Run 1, supply network:
Pins as bars on the die edge.
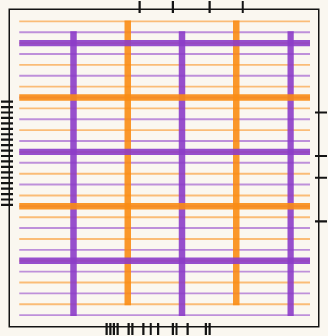
Run 1, cell classes on the final placement:
The bar under the picture is 20 um long.
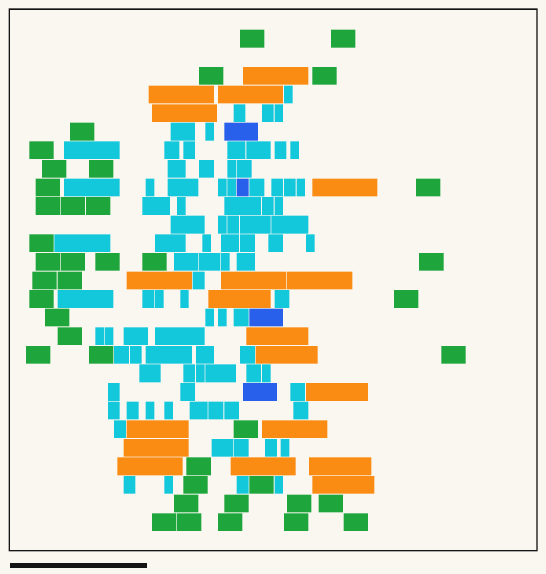
Run 1, clock wires, drivers and flops:
The bar under the picture is 20 um long.
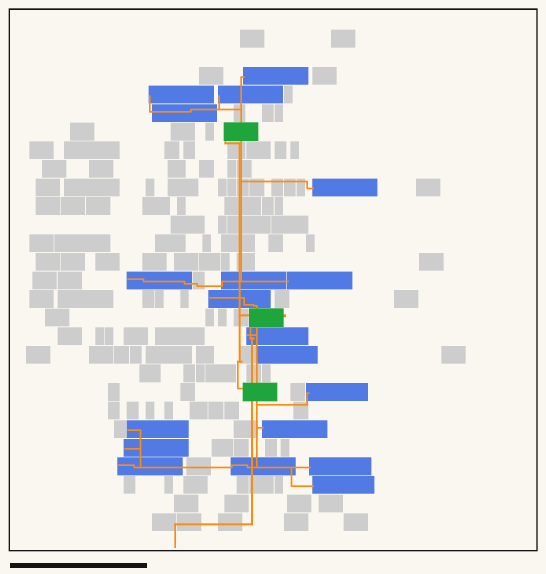
File: src/rtl/seg7_pkg.sv
// Shared types and segment patterns for the 7-segment scan multiplexer.
// Patterns are active-high in {g,f,e,d,c,b,a} order.
package seg7_pkg;

  typedef enum logic {
    BLANK = 1'b0,
    SHOW  = 1'b1
  } state_e;

  localparam logic [6:0] SEG_0 = 7'h3F;
  localparam logic [6:0] SEG_1 = 7'h06;
  localparam logic [6:0] SEG_2 = 7'h5B;
  localparam logic [6:0] SEG_3 = 7'h4F;
  localparam logic [6:0] SEG_4 = 7'h66;
  localparam logic [6:0] SEG_5 = 7'h6D;
  localparam logic [6:0] SEG_6 = 7'h7D;
  localparam logic [6:0] SEG_7 = 7'h07;
  localparam logic [6:0] SEG_8 = 7'h7F;
  localparam logic [6:0] SEG_9 = 7'h6F;
  localparam logic [6:0] SEG_A = 7'h77;
  localparam logic [6:0] SEG_B = 7'h7C;
  localparam logic [6:0] SEG_C = 7'h39;
  localparam logic [6:0] SEG_D = 7'h5E;
  localparam logic [6:0] SEG_E = 7'h79;
  localparam logic [6:0] SEG_F = 7'h71;

  function automatic logic [6:0] hex2seg(
    input logic [3:0] n
  );
    logic [6:0] s;
    s = '0;
    unique case (n)
      4'h0: s = SEG_0;
      4'h1: s = SEG_1;
      4'h2: s = SEG_2;
      4'h3: s = SEG_3;
      4'h4: s = SEG_4;
      4'h5: s = SEG_5;
      4'h6: s = SEG_6;
      4'h7: s = SEG_7;
      4'h8: s = SEG_8;
      4'h9: s = SEG_9;
      4'hA: s = SEG_A;
      4'hB: s = SEG_B;
      4'hC: s = SEG_C;
      4'hD: s = SEG_D;
      4'hE: s = SEG_E;
      4'hF: s = SEG_F;
    endcase
    return s;
  endfunction

endpackage

File: src/rtl/seg7_scan_mux_sync.sv
// Two-flop synchroniser plus history flop; pulses on rising edges.
// Reusable for any slow asynchronous level such as a button.
module sync_edge_detect (
  input  logic clk,
  input  logic rst_n,
  input  logic d_i,
  output logic rise_o
);

  logic s1_q;
  logic s2_q;
  logic s3_q;

  always_ff @(posedge clk or negedge rst_n) begin
    if (!rst_n) begin
      s1_q <= 1'b0;
      s2_q <= 1'b0;
      s3_q <= 1'b0;
    end else begin
      s1_q <= d_i;
      s2_q <= s1_q;
      s3_q <= s2_q;
    end
  end

  assign rise_o = s2_q & ~s3_q;

endmodule

File: src/rtl/seg7_scan_mux.sv
// Time-multiplexes hex digits onto a shared 7-segment bus, stepping
// on each rising edge of a slow divided clock with optional blank gaps.
module seg7_scan_mux #(
  parameter int NUM_DIGITS  = 4,
  parameter int BLANK_STEPS = 1,
  parameter bit ACTIVE_LOW  = 1'b1
) (
  input  logic                          clk,
  input  logic                          rst_n,
  input  logic                          div_clk,
  input  logic [4*NUM_DIGITS-1:0]       digits,
  input  logic [NUM_DIGITS-1:0]         dp,
  input  logic [NUM_DIGITS-1:0]         blank_mask,
  output logic [NUM_DIGITS-1:0]         an,
  output logic [6:0]                    seg,
  output logic                          dp_out,
  output logic [$clog2(NUM_DIGITS)-1:0] digit_idx,
  output logic                          frame_done
);
  import seg7_pkg::*;

  localparam int IW = $clog2(NUM_DIGITS);
  localparam int CW = (BLANK_STEPS > 1) ? $clog2(BLANK_STEPS) : 1;
  localparam logic [IW-1:0] IDX_LAST = IW'(NUM_DIGITS - 1);
  localparam logic [CW-1:0] CNT_LAST =
    CW'((BLANK_STEPS > 0) ? BLANK_STEPS - 1 : 0);
  localparam logic POL = ACTIVE_LOW;
  localparam logic [NUM_DIGITS-1:0] AN_OFF = {NUM_DIGITS{POL}};
  localparam logic [6:0] SEG_OFF = {7{POL}};

  state_e                state_q, state_d;
  logic [IW-1:0]         idx_q, idx_d;
  logic [CW-1:0]         cnt_q, cnt_d;
  logic [NUM_DIGITS-1:0] an_q, an_d;
  logic [6:0]            seg_q, seg_d;
  logic                  dp_q, dp_d;
  logic                  fd_q, fd_d;

  logic                  step;
  logic                  wrap;
  logic [IW-1:0]         idx_inc;
  logic [IW-1:0]         ld_idx;
  logic [3:0]            nib;
  logic [NUM_DIGITS-1:0] hot;
  logic [NUM_DIGITS-1:0] an_ld;
  logic [6:0]            seg_ld;
  logic                  dp_ld;

  sync_edge_detect u_sync (
    .clk    (clk),
    .rst_n  (rst_n),
    .d_i    (div_clk),
    .rise_o (step)
  );

  // Slot contents for whichever digit is about to be shown.
  always_comb begin
    wrap    = (idx_q == IDX_LAST);
    idx_inc = wrap ? '0 : idx_q + 1'b1;
    ld_idx  = (state_q == SHOW) ? idx_inc : idx_q;
    nib     = digits[{ld_idx, 2'b00} +: 4];
    hot     = blank_mask[ld_idx] ? '0
            : NUM_DIGITS'(1) << ld_idx;
    an_ld   = AN_OFF ^ hot;
    seg_ld  = SEG_OFF ^ hex2seg(nib);
    dp_ld   = POL ^ dp[ld_idx];
  end

  always_comb begin
    state_d = state_q;
    idx_d   = idx_q;
    cnt_d   = cnt_q;
    an_d    = an_q;
    seg_d   = seg_q;
    dp_d    = dp_q;
    fd_d    = 1'b0;
    if (step) begin
      unique case (state_q)
        BLANK: begin
          if (BLANK_STEPS == 0 || cnt_q == CNT_LAST) begin
            state_d = SHOW;
            cnt_d   = '0;
            an_d    = an_ld;
            seg_d   = seg_ld;
            dp_d    = dp_ld;
          end else begin
            cnt_d = cnt_q + 1'b1;
          end
        end
        SHOW: begin
          idx_d = idx_inc;
          fd_d  = wrap;
          if (BLANK_STEPS == 0) begin
            an_d  = an_ld;
            seg_d = seg_ld;
            dp_d  = dp_ld;
          end else begin
            state_d = BLANK;
            an_d    = AN_OFF;
            seg_d   = SEG_OFF;
            dp_d    = POL;
          end
        end
      endcase
    end
  end

  always_ff @(posedge clk or negedge rst_n) begin
    if (!rst_n) begin
      state_q <= BLANK;
      idx_q   <= '0;
      cnt_q   <= '0;
      an_q    <= AN_OFF;
      seg_q   <= SEG_OFF;
      dp_q    <= POL;
      fd_q    <= 1'b0;
    end else begin
      state_q <= state_d;
      idx_q   <= idx_d;
      cnt_q   <= cnt_d;
      an_q    <= an_d;
      seg_q   <= seg_d;
      dp_q    <= dp_d;
      fd_q    <= fd_d;
    end
  end

  assign an         = an_q;
  assign seg        = seg_q;
  assign dp_out     = dp_q;
  assign digit_idx  = idx_q;
  assign frame_done = fd_q;

endmodule

File: config.mk
export PLATFORM = sky130hd
export DESIGN_NAME = seg7_scan_mux
export DESIGN_NICKNAME = d
export VERILOG_FILES = /design/src/rtl/seg7_pkg.sv /design/src/rtl/seg7_scan_mux_sync.sv /design/src/rtl/seg7_scan_mux.sv
export SDC_FILE = /design/constraint.sdc
export NUM_CORES = 1
export LEC_CHECK = 0
export CORE_AREA = 2 2 75 77
export DETAILED_ROUTE_END_ITERATION = 7
export DIE_AREA = 0 0 77 79
export SETUP_SLACK_MARGIN = 0.5
export SLEW_MARGIN = 20
export SYNTH_ARGS = -nofsm -noshare
export SYNTH_HDL_FRONTEND = slang
export SYNTH_SLANG_ARGS = --single-unit
File: constraint.sdc
create_clock -name clk -period 4.6 [get_ports clk]
set_input_delay 0.69 -clock clk [delete_from_list [all_inputs] [get_ports clk]]
set_output_delay 0.69 -clock clk [all_outputs]
set_load 0.02 [all_outputs]
==> deck_impl_summary.md, run 1 <==
Physical Implementation Snapshot

Flow run
  – OpenROAD warning count: 28

Critical path
  – Number of cells on the worst reg-to-reg path: 8
  – CP endpoint kind: register
  – FF-to-FF setup slack: 1620 ps

Clock network
  – Clock tree sinks: 19
  – Resize count post-CTS: 0
  – Number of buffers added by the clock tree synthesis step: 3
  – CTS max path bufs: 2
  – Root buffer cell: sky130_fd_sc_hd__clkbuf_8
  – Number of levels in the clock H-tree: 1

Yosys
  – Biggest area consumer among synthesized cells: sky130_fd_sc_hd__dfstp_2
  – YS warnings: 0
  – Area reported by Yosys stat: 1190 sq um
  – Synthesized-area fraction occupied by and/or/nand/nor cells: 0.209
  – Asr flop ratio synth: 1.00
  – Flip-flops with a built-in enable: 0
  – Fraction of synthesized cell area taken by the top area cell type: 0.266
  – Post-synth top cells: sky130_fd_sc_hd__dfstp_2 (12), sky130_fd_sc_hd__nand2_1 (11), sky130_fd_sc_hd__nor2_1 (11)

Detailed routing
  – Avg Vias per Cell: 4.42
  – Average wire length per cell after detail routing: around 12 um
  – Pre-Repair DR Iteration Count: 4

Status
  – Run status: completed

Power and ir drop
  – Leakage power: 0.673 nW

GRT
  – Antenna violations before repair: 0
  – Residual overflow from global routing: 0

Layout
  – Area growth syn-to-layout: 42.3%
  – Antenna diode count: 0

Placement
  – Routability-driven placement congestion ratio: 0.866

STA
  – Setup repair after global routing missed its margin: false

Die
  – Boundary pin count: 42
Notes on 'supply network' above:
VSS -> purple
VDD -> orange
signal pins = 42
met5 straps = 5
met1 rails = 28
met4 straps = 5
rows = 27

Notes on 'cell classes on the final placement' above:
remaining buffers and delay cells -> green  # cells 41, share of their area 26%
clock drivers and dummy loads -> blue  # cells 4, share of their area 2.9%
sequential cells -> orange  # cells 19, share of their area 31%
combinational and other logic -> cyan  # cells 91, share of their area 41%
placement row count: 27
Layout Cell Area excl Fill: 1690 sq um
final core utilization: 0.316
fraction of area in registers: 0.290
core box area: 5340 sq um

Notes on 'clock wires, drivers and flops' above:
flip-flops -> blue  # count 19
clock wires -> orange  # length 270 um
clock drivers -> green  # count 3
routed clock nets = 4

## run 1: placed cells by master, fill, tap and decap left out, types with 4 or more instances in the layout
cell	count
sky130_fd_sc_hd__a21oi_1	8
sky130_fd_sc_hd__clkdlybuf4s50_1	41
sky130_fd_sc_hd__o21ai_0	7
sky130_fd_sc_hd__inv_1	6
sky130_fd_sc_hd__nand2b_1	4
sky130_fd_sc_hd__mux4_2	4
sky130_fd_sc_hd__nor2_1	11
sky130_fd_sc_hd__ha_1	4
sky130_fd_sc_hd__dfrtp_1	7
sky130_fd_sc_hd__dfstp_2	12
sky130_fd_sc_hd__nand2_1	11
## run 1: per-layer routing
layer	wire, um	vias up	track usage
met4	59	0	0.0482
li1	-	491	-
met2	1250	29	0.157
met3	143	5	0.0193
met5	0	-	0
met1	1260	479	0.121
## run 1: through the flow
stage	instance area (sq um)	util	worst slack, ps
after floorplan	1190	-	1880
after global placement	1640	0.308	1740
after detailed placement	1640	0.308	1620
after CTS	1690	0.316	1600
after global routing	1690	0.316	1420
final	1690	0.316	1620
## run 1: logic make-up (layout without fill, tap and decap cells)
family                   Yosys count  in the layout
buffers and inverters             12             51
AND-OR/OR-AND                     29             29
adder cells (fa/ha/maj)            4              4
flip-flops                        19             19
AND/OR/NAND/NOR                   45             45
multiplexers                       7              7
## run 1: power by group
group	leakage, nW	internal, mW	switching, mW	total, mW
sequential	0.211	0.241	0.0406	0.282
combinational	0.436	0.272	0.292	0.564
clock	0.0255	0.0604	0.0587	0.119
## run 1: state kept, by name (all words and copies together) (netlist names)
register     cells
u_sync.s2_q      1
state_q          1
digit_idx        2
dp_out           1
seg              7
u_sync.s1_q      1
u_sync.s3_q      1
an               4
frame_done       1
## run 1: layout make-up
type	instances	area [sq um]
Fill cell	591	3650
Inverter	6	22.5
Sequential cell	19	490
Timing Repair Buffer	41	410
Tap cell	72	90.1
Clock buffer	3	41.3
Multi-Input combinational cell	85	629
Clock inverter	1	5.00
## run 1: worst max-delay path: stages (launching register included)
cell and delay [ps]:
sky130_fd_sc_hd__dfrtp_1 560, sky130_fd_sc_hd__ha_1 320, sky130_fd_sc_hd__nor3b_4 70, sky130_fd_sc_hd__nor2_2 340, sky130_fd_sc_hd__mux4_2 640, sky130_fd_sc_hd__inv_1 180
sky130_fd_sc_hd__ha_1 270, sky130_fd_sc_hd__mux2_4 280, sky130_fd_sc_hd__a221oi_2 240
## run 1: worst max path at each step
| stage | end | depth (start not counted) |
|---|---|---|
| floorplan | seg[3] | 8 |
| detailed placement | seg[3] | 8 |
| global route | seg[3] | 8 |
| CTS | seg[3] | 8 |
| global placement | seg[3] | 8 |
| finish | seg[3] | 8 |
==> run 2, diff against run 1 <==
- clock period: 4.6 -> 2.6 ns (I/O delays scaled with it)
Run 2, clock wires, drivers and flops:
The bar under the picture is 20 um long.
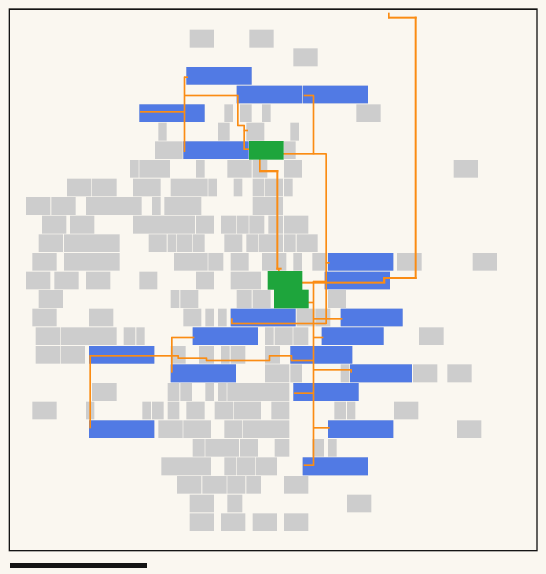
clock drivers -> green  # count 3
flip-flops -> blue  # count 19
clock wires -> orange  # length 291 um
routed clock nets = 4

Run 2, cell classes on the final placement:
The bar under the picture is 20 um long.
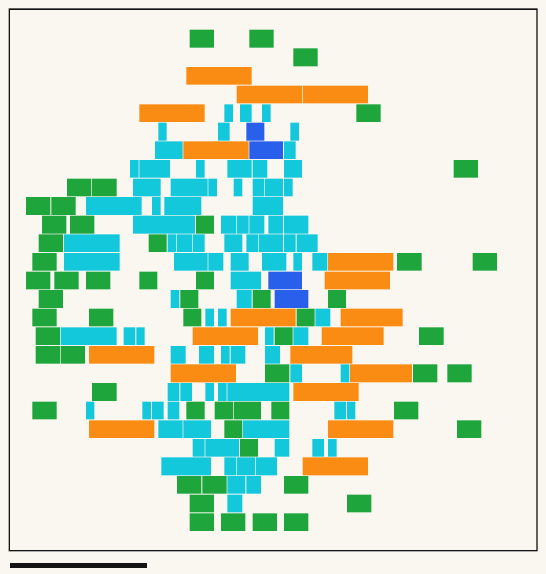
remaining buffers and delay cells -> green  # cells 57, share of their area 30%
clock drivers and dummy loads -> blue  # cells 4, share of their area 2.7%
sequential cells -> orange  # cells 19, share of their area 28%
combinational and other logic -> cyan  # cells 91, share of their area 40%
final core utilization: 0.352
Layout Cell Area excl Fill: 1880 sq um
fraction of area in registers: 0.263

==> deck_impl_summary.md, run 2 <==
Physical Implementation Snapshot

Layout
  – Layout filler cell count: 570 (-3.6%)
  – Largest register FFs: 7 (unchanged)
  – Antenna diode count: 0 (unchanged)
  – Most frequently placed logic cells in the final layout: sky130_fd_sc_hd__clkdlybuf4s50_1 (41), sky130_fd_sc_hd__buf_4 (15), sky130_fd_sc_hd__dfstp_2 (12)

Clock network
  – Root buffer cell: sky130_fd_sc_hd__clkbuf_8
  – Number of buffers added by the clock tree synthesis step: 3 (unchanged)
  – Number of levels in the clock H-tree: 1 (unchanged)

GRT
  – Residual overflow from global routing: 0 (unchanged)
  – Antenna violations before repair: 0 (unchanged)

STA
  – Setup repair after global routing missed its margin: true

Die
  – Placement row count: 27 (unchanged)

Yosys
  – Area reported by Yosys stat: 1190 sq um (unchanged)
  – Synthesized-area fraction occupied by and/or/nand/nor cells: 0.209 (unchanged)
  – YS warnings: 0 (unchanged)
  – Fraction of synthesized cell area taken by the top area cell type: 0.266 (unchanged)

Critical path
  – CP endpoint kind: register

Power and ir drop
  – Leakage power: 0.749 nW (+11%)

Flow run
  – OpenROAD warning count: 31 (+11%)

Status
  – Run status: completed

Detailed routing
  – Avg Vias per Cell: 4.38 (-0.91%)
Run 2, routed metal, one colour a layer:
Two of the layers only.
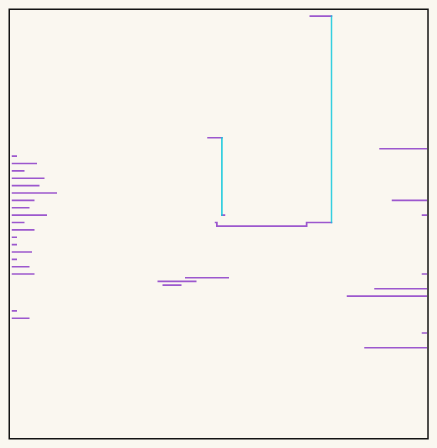
metal 4 -> cyan  # wire length 52.4 um
metal 3 -> purple  # wire length 160 um
drt total wl: 3.01 mm
Global Route Usage Sum: 0.105
vias after detailed routing: 1065
average wire length per cell after detail routing: 12.4 um

==> run 2: final cells by class <==
cell class / count / area (sq um) / share of cell area
Clock buffer: 3 / 41.3 / 0.0220
Multi-Input combinational cell: 85 / 686 / 0.365
Inverter: 6 / 25.0 / 0.0133
Sequential cell: 19 / 494 / 0.263
Clock inverter: 1 / 7.51 / 0.00400
Tap cell: 72 / 90.1 / 0.0480
Timing Repair Buffer: 57 / 534 / 0.284
==> run 2: logic make-up (layout without fill, tap and decap cells) <==
group | after synthesis | count (layout)
and+or+nand+nor | 45 | 45
AOI/OAI and AO/OA | 29 | 29
buffers and inverters | 12 | 67
muxes | 7 | 7
DFF | 19 | 19
adders and majority gates | 4 | 4
==> run 2: report_power, final <==
| group | internal [mW] | switching, mW | leakage, nW |
|---|---|---|---|
| Combinational | 0.651 | 0.617 | 0.520 |
| Sequential | 0.430 | 0.0601 | 0.208 |
| Clock | 0.108 | 0.109 | 0.0217 |
| Total | 1.19 | 0.786 | 0.749 |
==> run 2: layer usage <==
| metal | vias to the layer above | global-route usage | routed length, um |
|---|---|---|---|
| met5 | - | 0 | 0 |
| met3 | 4 | 0.0193 | 160 |
| met1 | 499 | 0.146 | 1470 |
| li1 | 525 | - | - |
| met4 | 0 | 0.0429 | 52 |
| met2 | 37 | 0.161 | 1330 |
==> run 2: metrics by stage <==
step	cells	hold WS, ps	utilization	area [sq um]	worst slack, ps
after global placement	229	339	0.323	1720	215
final	243	369	0.352	1880	274
after CTS	243	370	0.349	1860	286
after floorplan	116	94.4	-	1220	151
after global routing	243	384	0.352	1880	188
after detailed placement	229	343	0.323	1720	170
==> run 2: critical path, cell delays in order (launching register included) <==
cell and delay [ps]:
sky130_fd_sc_hd__dfrtp_2 450, sky130_fd_sc_hd__buf_6 130, sky130_fd_sc_hd__nor2b_4 130, sky130_fd_sc_hd__nor2_4 170, sky130_fd_sc_hd__mux4_2 560, sky130_fd_sc_hd__inv_2 100, sky130_fd_sc_hd__ha_4 200, sky130_fd_sc_hd__mux2_4 270
sky130_fd_sc_hd__a221oi_2 240
==> run 2: worst paths after layout <==
| check | from | to | slack (ps) | cells after the start |
|---|---|---|---|---|
| max | digit_idx[0] | seg[3] | 270 | 8 |
| min | u_sync.s1_q | u_sync.s2_q | 370 | 0 |
| max reg2reg | digit_idx[0] | seg[3] | 270 | 8 |
| min reg2reg | u_sync.s1_q | u_sync.s2_q | 370 | 0 |
| max in group asynchronous | rst_n | seg[6] | 1560 | 2 |
| min in group asynchronous | rst_n | digit_idx[0] | 450 | 1 |
==> run 2: repair_timing <==
item,CTS,global route
setup endpoints to repair,7,7
pin swaps,6,6
buffers inserted,10,0
hold buffers,0,0
gates resized,3,4
==> run 3, diff against run 2 <==
- GPL_ROUTABILITY_DRIVEN: default -> 0
- REMOVE_ABC_BUFFERS: default -> 1
Run 3, cell classes on the final placement:
The bar under the picture is 20 um long.
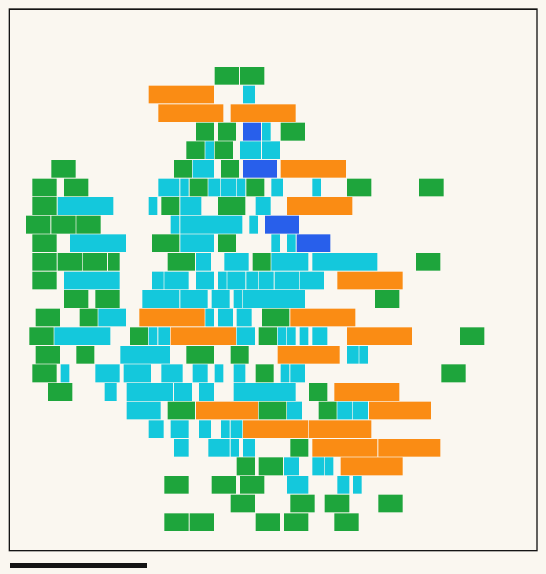
sequential cells -> orange  # cells 19, share of their area 25%
combinational and other logic -> cyan  # cells 91, share of their area 39%
remaining buffers and delay cells -> green  # cells 70, share of their area 34%
clock drivers and dummy loads -> blue  # cells 4, share of their area 2.5%
Layout Cell Area excl Fill: 2030 sq um
fraction of area in registers: 0.242
final core utilization: 0.381

Run 3, routed metal, one colour a layer:
Two of the layers only.
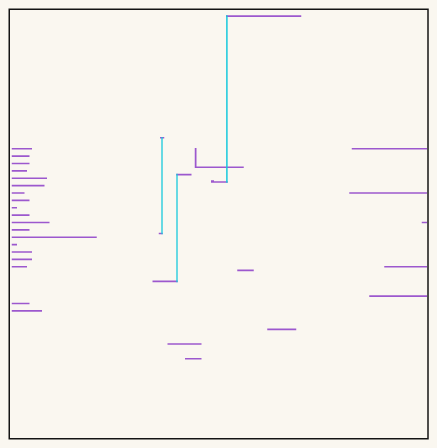
metal 3 -> purple  # wire length 175 um
metal 4 -> cyan  # wire length 68.0 um
vias after detailed routing: 1145
drt total wl: 3.31 mm
average wire length per cell after detail routing: 12.9 um

==> deck_impl_summary.md, run 3 <==
Physical Implementation Snapshot

Status
  – Run status: finished with violations
  – Failing checks: DRC

Clock network
  – Number of levels in the clock H-tree: 1 (unchanged)
  – Number of buffers added by the clock tree synthesis step: 3 (unchanged)
  – Hold_buf cts: 0 (unchanged)
  – Root buffer cell: sky130_fd_sc_hd__clkbuf_8

Critical path
  – Critical path's most frequent cell: sky130_fd_sc_hd__ha_4
  – Worst path max stage delay: 450 ps (-110 ps)
  – FF-to-FF setup slack: 270 ps (about the same)
  – CP endpoint kind: register
  – Number of cells on the worst reg-to-reg path: 8 (unchanged)
  – Cell at the slowest stage of the critical path: sky130_fd_sc_hd__dfrtp_2
  – Cell Chain, Critical Path: ha_4 > nor3b_4 > nor2_4 > mux4_2 > inv_2 > ha_4 > mux2_4 > a221oi_4
  – Reg-to-reg critical path startpoint: digit_idx[0]

GRT
  – GR met2 Demand/Resource: 0.194 (+0.0333)
  – Antenna violations before repair: 0 (unchanged)
  – Pin count of the biggest net entering global routing: 20
  – Global Route Usage Sum: 0.110 (+0.00551)
  – Met1 usage: 0.137 (-0.00963)
  – Residual overflow from global routing: 0 (unchanged)
  – Most heavily used metal layer in global routing: met2

Yosys
  – Synth Area per Inst: 10.2 sq um
  – Fraction of synthesized cell area taken by the top area cell type: 0.266 (unchanged)
  – Area reported by Yosys stat: 1190 sq um (unchanged)
  – Biggest area consumer among synthesized cells: sky130_fd_sc_hd__dfstp_2
  – Sequential area share after synthesis: 0.413
  – Distinct lib cells: 38
  – Post-synth top cells: sky130_fd_sc_hd__dfstp_2 (12), sky130_fd_sc_hd__nand2_1 (11), sky130_fd_sc_hd__nor2_1 (11)

Worst hold path
  – Hold path endpoint: u_sync.s2_q
  – Hold path cells: 0 (unchanged)
  – Min-delay src: u_sync.s1_q

Detailed routing
  – DRC errors left: 2
  – Avg Vias per Cell: 4.47 (+2.1%)

Placement
  – Placed standard-cell area: 1700 sq um (-1.2%)

Layout
  – Antenna diode count: 0 (unchanged)
  – Layout filler cell count: 555 (-2.6%)
  – Largest register FFs: 7 (unchanged)
  – Most frequently placed logic cells in the final layout: sky130_fd_sc_hd__clkdlybuf4s50_1 (41), sky130_fd_sc_hd__buf_4 (21), sky130_fd_sc_hd__dfstp_2 (12)

Power and ir drop
  – Leakage power: 0.823 nW (+9.8%)

STA
  – Max-slew headroom: 0.441
  – Setup repair after global routing missed its margin: true

Die
  – Placement row count: 27 (unchanged)

Flow run
  – OpenROAD warning count: 29 (-6.5%)
Run 3, supply network:
Pins as bars on the die edge.
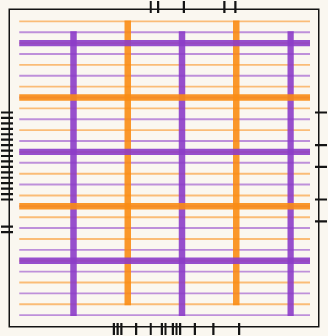
VDD -> orange
VSS -> purple
met1 rails = 28
met4 straps = 5
met5 straps = 5
signal pins = 42
largest vdd supply drop: 0.440 mV
die width: 77 um
height of the die: 79 um

## run 3: worst max path at each step
stage	start	to	slack (ps)	depth (start not counted)
final	digit_idx[0]	seg[3]	270	8
after global routing	digit_idx[0]	seg[3]	180	8
after CTS	digit_idx[0]	seg[3]	250	8
after detailed placement	digits[2]	seg[3]	100	7
after global placement	digits[2]	seg[3]	130	7
after floorplan	digit_idx[0]	seg[3]	-250	8
## run 3: power breakdown
part / internal, mW / total [mW] / switching [mW]
logic: 0.853 / 1.58 / 0.729
clock network: 0.108 / 0.213 / 0.105
registers: 0.428 / 0.488 / 0.0603
total: 1.39 / 2.28 / 0.894
## run 3: routing by layer
| layer | vias up | part of all wire | routed length [um] |
|---|---|---|---|
| met4 | 0 | 0.021 | 68 |
| met1 | 548 | 0.43 | 1430 |
| met2 | 40 | 0.49 | 1630 |
| met5 | - | 0 | 0 |
| li1 | 551 | - | - |
| met3 | 6 | 0.053 | 175 |
## run 3: layout make-up
cell class / count / area (sq um) / area share
Sequential cell: 19 / 492 / 0.242
Multi-Input combinational cell: 85 / 727 / 0.358
Timing Repair Buffer: 70 / 652 / 0.321
Inverter: 6 / 22.5 / 0.0111
Clock buffer: 3 / 41.3 / 0.0203
Tap cell: 72 / 90.1 / 0.0443
Clock inverter: 1 / 7.51 / 0.00369
## run 3: timing repair
action                                 4_1_cts  5_1_grt
gates cloned                                 0        0
resized                                     21       12
pin swaps                                   17       11
setup endpoints to repair                    7        7
endpoints found under the hold margin        0        0
buffers inserted                            19        2
## run 3: stage by stage
step,utilization,hold WS (ps),worst slack [ps],std cells
5_1_grt,0.381,376,178,256
6_report,0.381,354,266,256
4_1_cts,0.370,358,249,254
2_1_floorplan,-,94.4,-255,110
3_5_place_dp,0.319,339,103,231
3_3_place_gp,0.319,348,131,231
## run 3: cell families (layout without fill, tap and decap cells)
family                   Yosys count  in the layout  share of synthesized area
AND/OR/NAND/NOR                   45             45                      0.209
AND-OR/OR-AND                     29             29                      0.173
flip-flops                        19             19                      0.413
buffers and inverters             12             80                     0.0569
multiplexers                       7              7                      0.106
adder cells (fa/ha/maj)            4              4                     0.0422
## run 3: worst max-delay path, delay by kind of cell (launching register included)
family	cells	cell delay [ps]
AND-OR/OR-AND	1	250
adder cells (fa/ha/maj)	2	400
buffers and inverters	1	110
flip-flops	1	450
multiplexers	2	730
AND/OR/NAND/NOR	2	320
No activity file was given, so power comes from the tool's default toggle rates.
